$ cat config.mk
export PLATFORM = sky130hd
export DESIGN_NAME = io_cfg_loader
export DESIGN_NICKNAME = d
export VERILOG_FILES = /design/src/rtl/io_cfg_loader_pkg.sv /design/src/rtl/io_cfg_serializer.sv /design/src/rtl/io_cfg_loader.sv
export SDC_FILE = /design/constraint.sdc
export NUM_CORES = 1
export LEC_CHECK = 0
export ABC_AREA = 1
export CAP_MARGIN = 20
export CORE_MARGIN = 5
export CORE_UTILIZATION = 56
export DETAILED_ROUTE_END_ITERATION = 6
export DONT_BUFFER_PORTS = 1
export GPL_ROUTABILITY_DRIVEN = 0
export PLACE_DENSITY_LB_ADDON = 0.2
export SLEW_MARGIN = 25
export SYNTH_ARGS = -nofsm -noshare
export SYNTH_HDL_FRONTEND = slang
export SYNTH_SLANG_ARGS = --single-unit
export TNS_END_PERCENT = 50
$ cat constraint.sdc
create_clock -name clk -period 1.6 [get_ports clk]
set_input_delay 0.24 -clock clk [delete_from_list [all_inputs] [get_ports clk]]
set_output_delay 0.24 -clock clk [all_outputs]
set_load 0.01 [all_outputs]
$ cat src/rtl/io_cfg_loader_pkg.sv
// Shared definitions for the IO-block configuration chain loader.
package io_cfg_loader_pkg;

  // Config bits held by one IO block: 8 switches x 2-bit enable_dir.
  localparam int CFG_BITS_PER_IO = 16;

  typedef enum logic [2:0] {
    IDLE,
    LOAD,
    SHIFT,
    WAIT_RET,
    DONE,
    ERR
  } state_e;

  // Total bits that must travel down the chain in one session.
  function automatic int calc_total_bits(input int num_io, input int bits_per_io);
    return num_io * bits_per_io;
  endfunction

  // Host words per session; total bits is expected to be a whole number of words.
  function automatic int calc_num_words(input int total_bits, input int word_w);
    return total_bits / word_w;
  endfunction

endpackage

$ cat src/rtl/io_cfg_serializer.sv
// Word shift register plus bit counter feeding the config chain LSB-first.
// nxt_bit_o is the bit that goes on the wire in the following cycle, so the
// parent can register bit_out alongside the strobe.
module io_cfg_serializer #(
  parameter int WORD_W = 16
) (
  input  logic              clk_i,
  input  logic              rst_i,
  input  logic              load_i,
  input  logic              shift_i,
  input  logic [WORD_W-1:0] din_i,
  output logic              nxt_bit_o,
  output logic              last_o
);

  localparam int CNT_W = $clog2(WORD_W + 1);

  logic [WORD_W-1:0] shreg_q, shreg_d;
  logic [CNT_W-1:0]  bit_cnt_q, bit_cnt_d;

  // Load a fresh word or advance one bit; the counter saturates at WORD_W.
  always_comb begin
    shreg_d   = shreg_q;
    bit_cnt_d = bit_cnt_q;
    if (load_i) begin
      shreg_d   = din_i;
      bit_cnt_d = '0;
    end else if (shift_i && (bit_cnt_q != CNT_W'(WORD_W))) begin
      shreg_d   = shreg_q >> 1;
      bit_cnt_d = bit_cnt_q + CNT_W'(1);
    end
  end

  // Shift register and bit counter state.
  always_ff @(posedge clk_i or posedge rst_i) begin
    if (rst_i) begin
      shreg_q   <= '0;
      bit_cnt_q <= '0;
    end else begin
      shreg_q   <= shreg_d;
      bit_cnt_q <= bit_cnt_d;
    end
  end

  // While shifting, shreg_q[0] is the bit currently on the wire, so the next
  // one is shreg_q[1]; on load the first bit comes straight from din_i.
  assign nxt_bit_o = load_i ? din_i[0] : shreg_q[1];
  assign last_o    = (bit_cnt_q == CNT_W'(WORD_W - 1));

endmodule

$ cat src/rtl/io_cfg_loader.sv
// Transmit end of the IO-block configuration chain: takes host words,
// serialises them onto the chain with strobes, and checks the returned token.
module io_cfg_loader
  import io_cfg_loader_pkg::*;
#(
  parameter int NUM_IO      = 4,
  parameter int BITS_PER_IO = CFG_BITS_PER_IO,
  parameter int WORD_W      = 16,
  parameter int RET_TIMEOUT = 8
) (
  input  logic              clk,
  input  logic              reset,
  input  logic              start,
  input  logic [WORD_W-1:0] din,
  input  logic              din_valid,
  output logic              din_ready,
  output logic              bit_out,
  output logic              prgm_b,
  output logic              io_prgm_b,
  output logic              io_prgm_b_in,
  input  logic              io_prgm_b_ret,
  output logic              busy,
  output logic              done,
  output logic              error
);

  localparam int TOTAL_BITS = calc_total_bits(NUM_IO, BITS_PER_IO);
  localparam int NUM_WORDS  = calc_num_words(TOTAL_BITS, WORD_W);
  localparam int WC_W       = $clog2(NUM_WORDS + 1);
  localparam int TM_W       = $clog2(RET_TIMEOUT + 1);

  state_e          state_q, state_d;
  logic [WC_W-1:0] word_cnt_q, word_cnt_d;
  logic [TM_W-1:0] timer_q, timer_d;

  logic ser_load, ser_shift, ser_nxt_bit, ser_last;

  logic din_ready_q, bit_out_q, prgm_b_q, io_prgm_b_q, io_prgm_b_in_q;
  logic busy_q, done_q, error_q;
  logic din_ready_d, bit_out_d, busy_d, io_prgm_b_d, done_d, error_d;

  io_cfg_serializer #(
    .WORD_W (WORD_W)
  ) u_ser (
    .clk_i     (clk),
    .rst_i     (reset),
    .load_i    (ser_load),
    .shift_i   (ser_shift),
    .din_i     (din),
    .nxt_bit_o (ser_nxt_bit),
    .last_o    (ser_last)
  );

  // Session sequencing. A returned token is only legal once every bit has
  // been strobed; seeing it in LOAD or SHIFT aborts the session.
  always_comb begin
    state_d    = state_q;
    word_cnt_d = word_cnt_q;
    timer_d    = timer_q;
    ser_load   = 1'b0;
    ser_shift  = 1'b0;
    case (state_q)
      IDLE: begin
        if (start) begin
          state_d    = LOAD;
          word_cnt_d = '0;
          timer_d    = '0;
        end
      end
      LOAD: begin
        if (io_prgm_b_ret) begin
          state_d = ERR;
        end else if (din_valid) begin
          ser_load = 1'b1;
          state_d  = SHIFT;
        end
      end
      SHIFT: begin
        if (io_prgm_b_ret) begin
          state_d = ERR;
        end else begin
          ser_shift = 1'b1;
          if (ser_last) begin
            word_cnt_d = word_cnt_q + WC_W'(1);
            timer_d    = '0;
            state_d    = (word_cnt_d < WC_W'(NUM_WORDS)) ? LOAD : WAIT_RET;
          end
        end
      end
      WAIT_RET: begin
        if (io_prgm_b_ret) begin
          state_d = DONE;
        end else begin
          timer_d = timer_q + TM_W'(1);
          if (timer_d == TM_W'(RET_TIMEOUT)) state_d = ERR;
        end
      end
      DONE:    state_d = IDLE;
      ERR:     state_d = IDLE;
      default: state_d = IDLE;
    endcase
  end

  // Outputs are decoded from the next state so every port comes from a flop
  // and lines up with the state it belongs to.
  always_comb begin
    busy_d      = (state_d inside {LOAD, SHIFT, WAIT_RET});
    io_prgm_b_d = (state_d == SHIFT);
    bit_out_d   = io_prgm_b_d & ser_nxt_bit;
    din_ready_d = (state_d == LOAD);
    done_d      = (state_d == DONE);
    error_d     = error_q;
    if ((state_q == IDLE) && start) error_d = 1'b0;
    if (state_d == ERR)             error_d = 1'b1;
  end

  // State, counters and registered outputs.
  always_ff @(posedge clk or posedge reset) begin
    if (reset) begin
      state_q        <= IDLE;
      word_cnt_q     <= '0;
      timer_q        <= '0;
      din_ready_q    <= 1'b0;
      bit_out_q      <= 1'b0;
      prgm_b_q       <= 1'b0;
      io_prgm_b_q    <= 1'b0;
      io_prgm_b_in_q <= 1'b0;
      busy_q         <= 1'b0;
      done_q         <= 1'b0;
      error_q        <= 1'b0;
    end else begin
      state_q        <= state_d;
      word_cnt_q     <= word_cnt_d;
      timer_q        <= timer_d;
      din_ready_q    <= din_ready_d;
      bit_out_q      <= bit_out_d;
      prgm_b_q       <= busy_d;
      io_prgm_b_q    <= io_prgm_b_d;
      io_prgm_b_in_q <= busy_d;
      busy_q         <= busy_d;
      done_q         <= done_d;
      error_q        <= error_d;
    end
  end

  assign din_ready    = din_ready_q;
  assign bit_out      = bit_out_q;
  assign prgm_b       = prgm_b_q;
  assign io_prgm_b    = io_prgm_b_q;
  assign io_prgm_b_in = io_prgm_b_in_q;
  assign busy         = busy_q;
  assign done         = done_q;
  assign error        = error_q;

endmodule

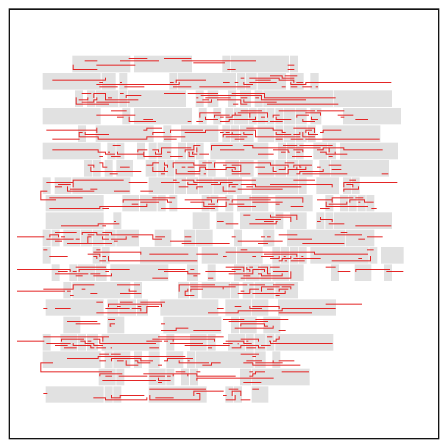
(run_1/layer_met1.png)
Cells faint in the background.
longest straight run: 13.8 um
nets with wire on the layer: 233
wire length after detailed routing: 3.90 mm
global routing usage on met1: 23.8%
total via count in the routed design: 1498

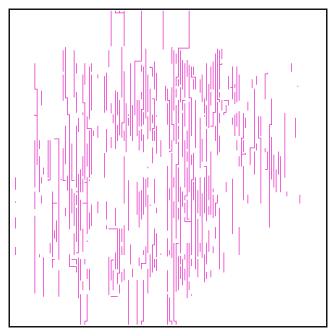
(run_1/layer_met2.png)
share of all routed wire: 49%
wire length on this layer: 1930 um

==> flow_results.org, run 1 <==
* Flow results

** Outcome
- The flow ran to the end, but the final reports show violations.
- Violated checks :: negative setup slack

** Synthesis
- Synthesis produced a netlist whose cell count is 222.
- Counting flops with a built-in enable in the synthesized netlist gives 0.
- Post-Synth Adder-Cell Area :: approximately 3.4%
- Area of the mapped netlist :: roughly 1800 um2
- Post-synth the commonest register cell is sky130_fd_sc_hd__dfrtp_1.
- Number of nets at floorplan :: 248
- In this run, synthesis produced a sequential element count of 36.
- Per the synth stats, the proportion of register bits with asynchronous set or reset is 100%.
- Post-synth area from yosys stat :: 1810 um2
- Cells in synth_stat.txt :: between 200 and 250
- Commonest cells in the netlist :: 62 x sky130_fd_sc_hd__nand2_1, 36 x sky130_fd_sc_hd__dfrtp_1, 30 x sky130_fd_sc_hd__inv_1
- By instance count, the leading cell after synthesis is sky130_fd_sc_hd__nand2_1.
- The share of the Yosys chip area taken by registers is between 40% and 50%.
- The gate-level netlist out of Yosys references 23 unique cell types.
- Among the non-sequential cells, simple AND/OR/NAND/NOR gates take the most area.
- Compound-gate portion of the synthesized area :: a little over a tenth
- Leading post-synthesis cells by cell area :: sky130_fd_sc_hd__dfrtp_1 50%, sky130_fd_sc_hd__nand2_1 13%, sky130_fd_sc_hd__inv_1 6.2%, sky130_fd_sc_hd__o211ai_1 5.8%, sky130_fd_sc_hd__nand3_1 5.5%
- A synthesized cell averages between 8 and 9 um2.
- Cell accounting for the most synthesized area :: sky130_fd_sc_hd__dfrtp_1
- XOR/XNOR Area Share :: less than 1%
- Per the synthesis report, the simple-gate share of the synthesized area is between 20% and 30%.
- Multiplexer area fraction after synthesis :: 0%
- For this run, the number of Yosys warnings is 0.

** Critical path
- The report puts the cell count of the worst reg-to-reg path at 10.
- End of the worst register-to-register path :: bit_out$_DFF_PP0_
- Cell count along the critical path :: 10
- The worst register-to-register path has a setup slack of -70 ps.
- Cell chain of the critical path :: ha_2 -> inv_2 -> nor3_2 -> ha_2 -> nand3_2 -> nand2_2 -> nand2_2 -> a21oi_4 -> buf_4 -> nor3_2
- Among all stages on the critical path, the maximum delay recorded is roughly 380 ps.
- Highest fanout seen on the critical path :: 6
- Setup crit start :: u_ser.bit_cnt_q[0]$_DFFE_PP0P_
- Cell with the largest stage delay on the worst path :: sky130_fd_sc_hd__dfrtp_1
- Crit path capture type :: flop
- On the critical path the largest part of the delay comes from adder cells.
- The worst setup path is of the flop to flop kind.
- Required time at the worst-slack endpoint :: 1850 ps
- Type of element launching the critical path :: flop
- In this run the critical register-to-register path is launched from u_ser.bit_cnt_q[0]$_DFFE_PP0P_.
- According to the timing report, the arrival time at the worst endpoint equals about 1900 ps.

** Min path
- In the hold report, the worst path ends at u_ser.shreg_q[15]$_DFFE_PP0P_.
- Min-delay src :: din[15]
- Worst hold path cell count :: 2
- In this run the worst hold path is classified as input pin to flop.

** Pwr
- Total power for the finished layout comes to between 3 and 4 mW.
- Power density normalized to cell area :: 1650 nW/um2
- Across the VDD grid, the largest voltage drop is 0.907 mV.
- In this run the static leakage power is slightly below 1 nW.

** Timing
- Static timing analysis puts the maximum clock frequency at approximately 600 MHz.
- Clock Skew :: about 7 ps
- Tightest Pin Transition :: around 450 ps
- Max-slew violations :: 0
- After layout, the worst path uses 104% of the clock period.
- The final timing report derives a shortest allowable period of about 1700 ps.
- Worst rel slew slack :: between 70 and 80%
- In the final report, the number of hold violations comes to 0.
- From the final report, the count of setup violators was given as 3.
- Setup repair after global routing missed its margin :: yes
- Final critical-path setup slack :: -65.4 ps
- For the final routed database, the setup TNS stands at -125 ps.

** Finish
- Fin area :: ~2100 um2
- Top cell excl fill/tap :: sky130_fd_sc_hd__nand2_1
- The top cell types in the final layout, fill and taps aside, are 57 x sky130_fd_sc_hd__nand2_1, 36 x sky130_fd_sc_hd__dfrtp_1, 27 x sky130_fd_sc_hd__inv_1.
- The net count of the finished layout is roughly 260.
- Between the synthesized netlist and the finished layout, the area growth was recorded as 13.9%.
- Layout cells sized above 1 :: slightly below 20%
- N_diodes :: 0
- Per the layout report, the design carries roughly 260 filler cells.

** Place
- The placed instances occupy a cell area of 1880 um2.
- The placement report lists the number of port buffers as 0.
- Note, the detailed placer reported a final HPWL of approximately 2.7 mm.

** Die
- Total die size :: roughly 4500 um2
- Core outline area :: around 3000 um2
- The floorplan has 20 rows.
- From left edge to right edge, the die measures about 67 um.
- Die extent in y :: between 60 and 70 um
- In this run the count of I/O pins placed on the die edge is 29.
- Init Core Util :: 58.9%

** GRT
- Overflow after GRT :: 0
- Entering global routing, the biggest net connects 37 pins.
- Tot GR Track Use :: 19.6%
- Antenna violations before repair :: 0
- First-pass GRT wire length :: 6.56 mm

** Clock tree
- In this run the number of H-tree levels came out at 2.
- Maximum buffer depth of the clock tree :: 2
- In the CTS report, the clock slew at the register clock pins of the worst setup and hold paths is listed as approximately 120 ps.
- TritonCTS built the clock tree.
- Clk Latency, worst-skew pair :: between 300 and 400 ps
- CTS saw 36 sinks.
- CTS root buf :: sky130_fd_sc_hd__clkbuf_4
- CTS added clock buffers totalling 5.

** Drt
- ANT nets after route :: 0
- Wire length on met3 :: 254 um
- After detailed routing, the number of remaining DRC violations is 0.
- Highest metal used :: met4
- After the first detailed-routing iteration, the DRC count stood at ~73.
- Vias/cell :: roughly 5.4
- The routed design shows a wire length per standard cell of ~14 um.
- Length of the first detailed-routing pass in iterations :: 4
- In the per-layer summary, the met1 wirelength comes to 1.67 mm.
- Detailed route wirelength on metal2 :: around 1.9 mm

** Flow run
- Number of OpenROAD warnings :: 29
- Max-Cap Viols :: 0
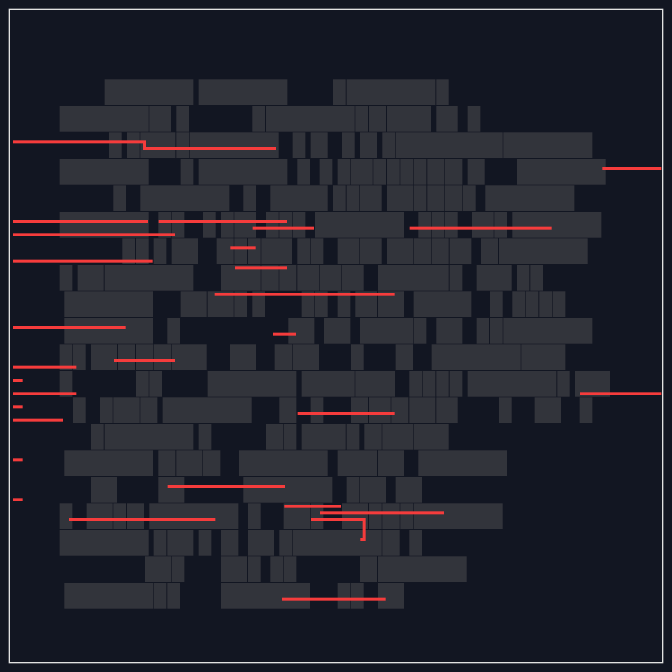
(run_1/layer_met3.png)
Cells faint in the background.
wire length on this layer: 255 um
nets with wire on the layer: 26
share of all routed wire: 6.5%
main direction: horizontal
fraction of met3 tracks used by global routing: 6.58%

==> run 1: state kept, by name, summed over array words and instances, names as in the netlist <==
name and flops:
din_ready 1, bit_out 1, error 1, busy 1, u_ser.bit_cnt_q 5, done 1, timer_q 4, io_prgm_b 1
word_cnt_q 3, u_ser.shreg_q 15, state_q 3
==> run 1: repair_timing <==
action | 4_1_cts | 5_1_grt
hold buffers | 1 | 0
resized | 5 | 23
pin swaps | 0 | 7
hold endpoints to repair | 36 | 0
endpoints found under the setup margin | 16 | 31
setup buffers | 0 | 1
==> run 1: through the flow <==
step	cells	hold slack [ps]	setup slack, ps	util [%]
6_report	277	12.8	-65.4	67.1
5_1_grt	277	2.73	-156	67.1
4_1_cts	276	1.16	-31.0	64.4
3_5_place_dp	267	264	-71.9	61.0
3_3_place_gp	267	256	-5.27	61.0
2_1_floorplan	222	357	39.0	-
==> run 1: routing by layer <==
layer  global-route usage (%)  vias up
met4                     7.85        0
met5                        0        -
met1                     23.8      721
li1                         -      728
met3                     6.58        6
met2                     31.9       43
==> run 1: area by class of cell <==
cell class	instances	area (um2)	area share, %
flip-flops and latches	36	901	43.6
multi-input cells	145	806	39.0
inverters	33	126	6.12
repair buffers	11	97.6	4.72
well taps	44	55.1	2.67
clock inverters	3	42.5	2.06
clock buffers	5	37.5	1.82
==> run 1: kinds of logic after synthesis <==
family	after synthesis
adder cells (fa/ha/maj)	5
XOR/XNOR	1
buffers and inverters	41
flip-flops	36
AND-OR/OR-AND	30
AND/OR/NAND/NOR	109
==> run 1: power by group <==
| part | total (mW) | internal (mW) | switching, mW |
|---|---|---|---|
| Combinational | 1.28 | 0.490 | 0.789 |
| Clock | 0.643 | 0.326 | 0.317 |
| Sequential | 1.49 | 1.24 | 0.248 |
--- run 2 (diff from run 1) ---
- CTS_CLUSTER_DIAMETER: unset -> 30
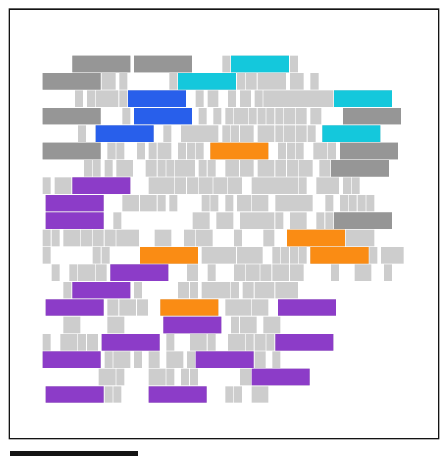
(run_2/flops_by_reg.png)
Bar = 20 um.
| signal | color | flops |
|---|---|---|
| timer_q | cyan | 4 |
| state_q | blue | 3 |
| u_ser.shreg_q | purple | 15 |
| u_ser.bit_cnt_q | orange | 5 |
not colored: 9

==> run 2 against run 1 <==
The flow still finishes with violations (negative setup slack); via count unchanged; highest routed layer unchanged; die area unchanged; cell count unchanged; worst hold slack unchanged; worst setup slack unchanged; synthesized cell count unchanged; routed wire length unchanged; largest power group unchanged; sequential power about the same; maximum frequency unchanged; synthesized area unchanged; non-clock buffer count unchanged; sequential share of layout area unchanged.
==> flow_results.org, run 2 <==
* Flow results

** Clock tree
- CTS Buf Count :: 5 (unchanged)
- Number of clock sinks seen by CTS :: 36 (unchanged)
- The clock latency at the later pin of the worst-skew pair came to 350 ps (about the same).
- The clock edge transition at the registers on the reported setup and hold paths was 120 ps (about the same).

** Min path
- The min-delay analysis places its worst path in the category input pin to flop.

** GRT
- The aggregate global routing overflow is 0 (unchanged).
- Largest net degree at the start of global routing :: 37 (unchanged)
- First-pass GRT wire length :: 6.56 mm (unchanged)

** Drt
- # DRC :: 0 (unchanged)
- The detail-routed net length per standard cell is 14.1 um (unchanged).
- The mean number of vias per cell came to 5.41 (unchanged).
- The first-pass detailed-route iteration total was 4 (unchanged).

** Synthesis
- Yosys synthesis warning count :: 0 (unchanged)
- Among all flip-flop cells after synthesis, the most frequent one is sky130_fd_sc_hd__dfrtp_1.
- Logic family by area :: simple AND/OR/NAND/NOR gates
- The multiplexer share of the synthesized area came to 0% (unchanged).
- Leading post-synthesis cells by cell area :: sky130_fd_sc_hd__dfrtp_1 50%, sky130_fd_sc_hd__nand2_1 13%, sky130_fd_sc_hd__inv_1 6.2%, sky130_fd_sc_hd__o211ai_1 5.8%, sky130_fd_sc_hd__nand3_1 5.5%
- Compound-gate portion of the synthesized area :: 10.9% (unchanged)
- The register bit count reported by yosys was 36 (unchanged).
- Area of the mapped netlist :: 1810 um2 (unchanged)
- The share of flip-flops with an asynchronous set or reset after synthesis was 100% (unchanged).

** Finish
- The net count of the finished layout is 258 (unchanged).
- The combined area of the multi-input logic cells came to 806 um2 (unchanged).
- u_ser.shreg_q holds more flip-flops than any other register.
- N_diodes :: 0 (unchanged)
- Fin area :: 2070 um2 (unchanged)
- Filler cell count in the final layout :: 263 (unchanged)
- The top cell type in the final layout, fill and taps aside, is sky130_fd_sc_hd__nand2_1.
- Most frequently placed logic cells in the final layout :: 57 x sky130_fd_sc_hd__nand2_1, 36 x sky130_fd_sc_hd__dfrtp_1, 27 x sky130_fd_sc_hd__inv_1
- Layout cells sized above 1 :: 19.7% (unchanged)
- The share of the core filled with cells came to 67.1% (unchanged).

** Place
- Port Buffer Count :: 0 (unchanged)
- Placed wire-length estimate :: 2.68 mm (unchanged)
- The cell area reported after detailed placement is 1880 um2 (unchanged).

** Die
- Number of cell rows :: 20 (unchanged)
- Core outline area :: 3080 um2 (unchanged)
- The width of the chip was 66.9 um (unchanged).
- The full die area was 4480 um2 (unchanged).

** Critical path
- Number of cells on the worst reg-to-reg path :: 10 (unchanged)
- Worst reg2reg path startpoint :: u_ser.bit_cnt_q[0]$_DFFE_PP0P_
- The delay of the slowest critical-path stage came to 380 ps (about the same).
- Cell chain of the critical path :: ha_2 -> inv_2 -> nor3_2 -> ha_2 -> nand3_2 -> nand2_2 -> nand2_2 -> a21oi_4 -> buf_4 -> nor3_2
- The required time at the endpoint of the critical path was 1850 ps (about the same).
- Critical path's top delay family :: adder cells
- For reference, the most critical setup path is categorized as flop to flop.
- The arrival time at the worst endpoint was 1920 ps (about the same).
- The worst reg-to-reg setup slack came to -70 ps (about the same).
- The number of cells on the critical path was 10 (unchanged).

** Pwr
- The maximum VDD drop is 0.907 mV (unchanged).
- Switching pwr :: 1.35 mW (unchanged)
- The fraction of power consumed by sequential logic is 43.6% (about the same).
- Share of power burned in combinational logic :: 37.5% (about the same)
- The switching power share of the total came to 39.7% (unchanged).
- The static leakage power was 0.993 nW (unchanged).

** Flow run
- The number of warnings in the stage logs is 29 (unchanged).
- The max-cap check violation count came to 0 (unchanged).

** Timing
- The remaining max-slew budget at the tightest pin was 70.2% (unchanged).
- The part of the cycle the worst path needs was 104% (unchanged).
- The final critical-path setup slack was -65.4 ps (unchanged).
- Tightest Pin Transition :: 447 ps (unchanged)
- Number of setup violations in the final report :: 3 (unchanged)
- The number of max-slew violations in the final report came to 0 (unchanged).
- The count of endpoints failing hold in the final timing report came to 0 (unchanged).
- The minimum period implied by the final worst setup slack was 1670 ps (unchanged).

** Outcome
- Violated checks :: negative setup slack
- Status :: finished, violations left
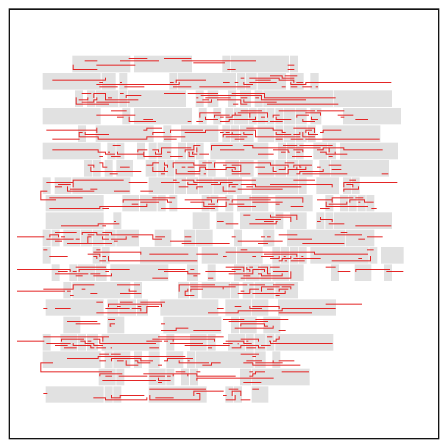
(run_2/layer_met1.png)
Cells faint in the background.
main direction: horizontal
wire length on this layer: 1670 um
longest straight run: 13.8 um
nets with wire on the layer: 233
share of all routed wire: 43%

[run 2: cell counts in the layout (fill, tap and decap cells not counted)]
No cell type changed its count.
[run 2: per-layer routing]
layer  routed length, um  GRT usage (%)  vias to the layer above  part of all wire [%]
met5                   0              0                        -                     0
met4                  50           7.85                        0                   1.3
met3                 254           6.58                        6                   6.5
met2                1930           31.9                       43                    49
met1                1670           23.8                      721                    43
li1                    -              -                      728                     -
[run 2: cells by family after synthesis]
kind of cell	after synthesis
AND/OR/NAND/NOR	109
AND-OR/OR-AND	30
buffers and inverters	41
XOR/XNOR	1
adder cells (fa/ha/maj)	5
flip-flops	36
[run 2: per-stage QoR]
step / setup WS, ps / instances / setup TNS, ps / hold WS [ps] / power [mW]
detailed placement: -71.9 / 267 / -679 / 264 / 2.62
global route: -156 / 277 / -1000 / 2.73 / 3.67
finish: -65.4 / 277 / -125 / 12.8 / 3.41
CTS: -31.0 / 276 / -59.8 / 1.16 / 3.30
floorplan: 39.0 / 222 / 0 / 357 / 2.38
global placement: -5.27 / 267 / -5.27 / 256 / 2.55
[run 2: cell type report]
| cell class | count | area share, % |
|---|---|---|
| Clock buffer | 5 | 1.82 |
| Clock inverter | 3 | 2.06 |
| Inverter | 33 | 6.12 |
| Multi-Input combinational cell | 145 | 39.0 |
| Sequential cell | 36 | 43.6 |
| Tap cell | 44 | 2.67 |
| Timing Repair Buffer | 11 | 4.72 |
[run 2: what timing repair did]
action                                 4_1_cts  5_1_grt
setup buffers                                0        1
setup endpoints to repair                   16       31
endpoints found under the hold margin       36        0
resized                                      5       23
pin swaps                                    0        7
hold buffers                                 1        0
Power is estimated from default activity; no workload was simulated.
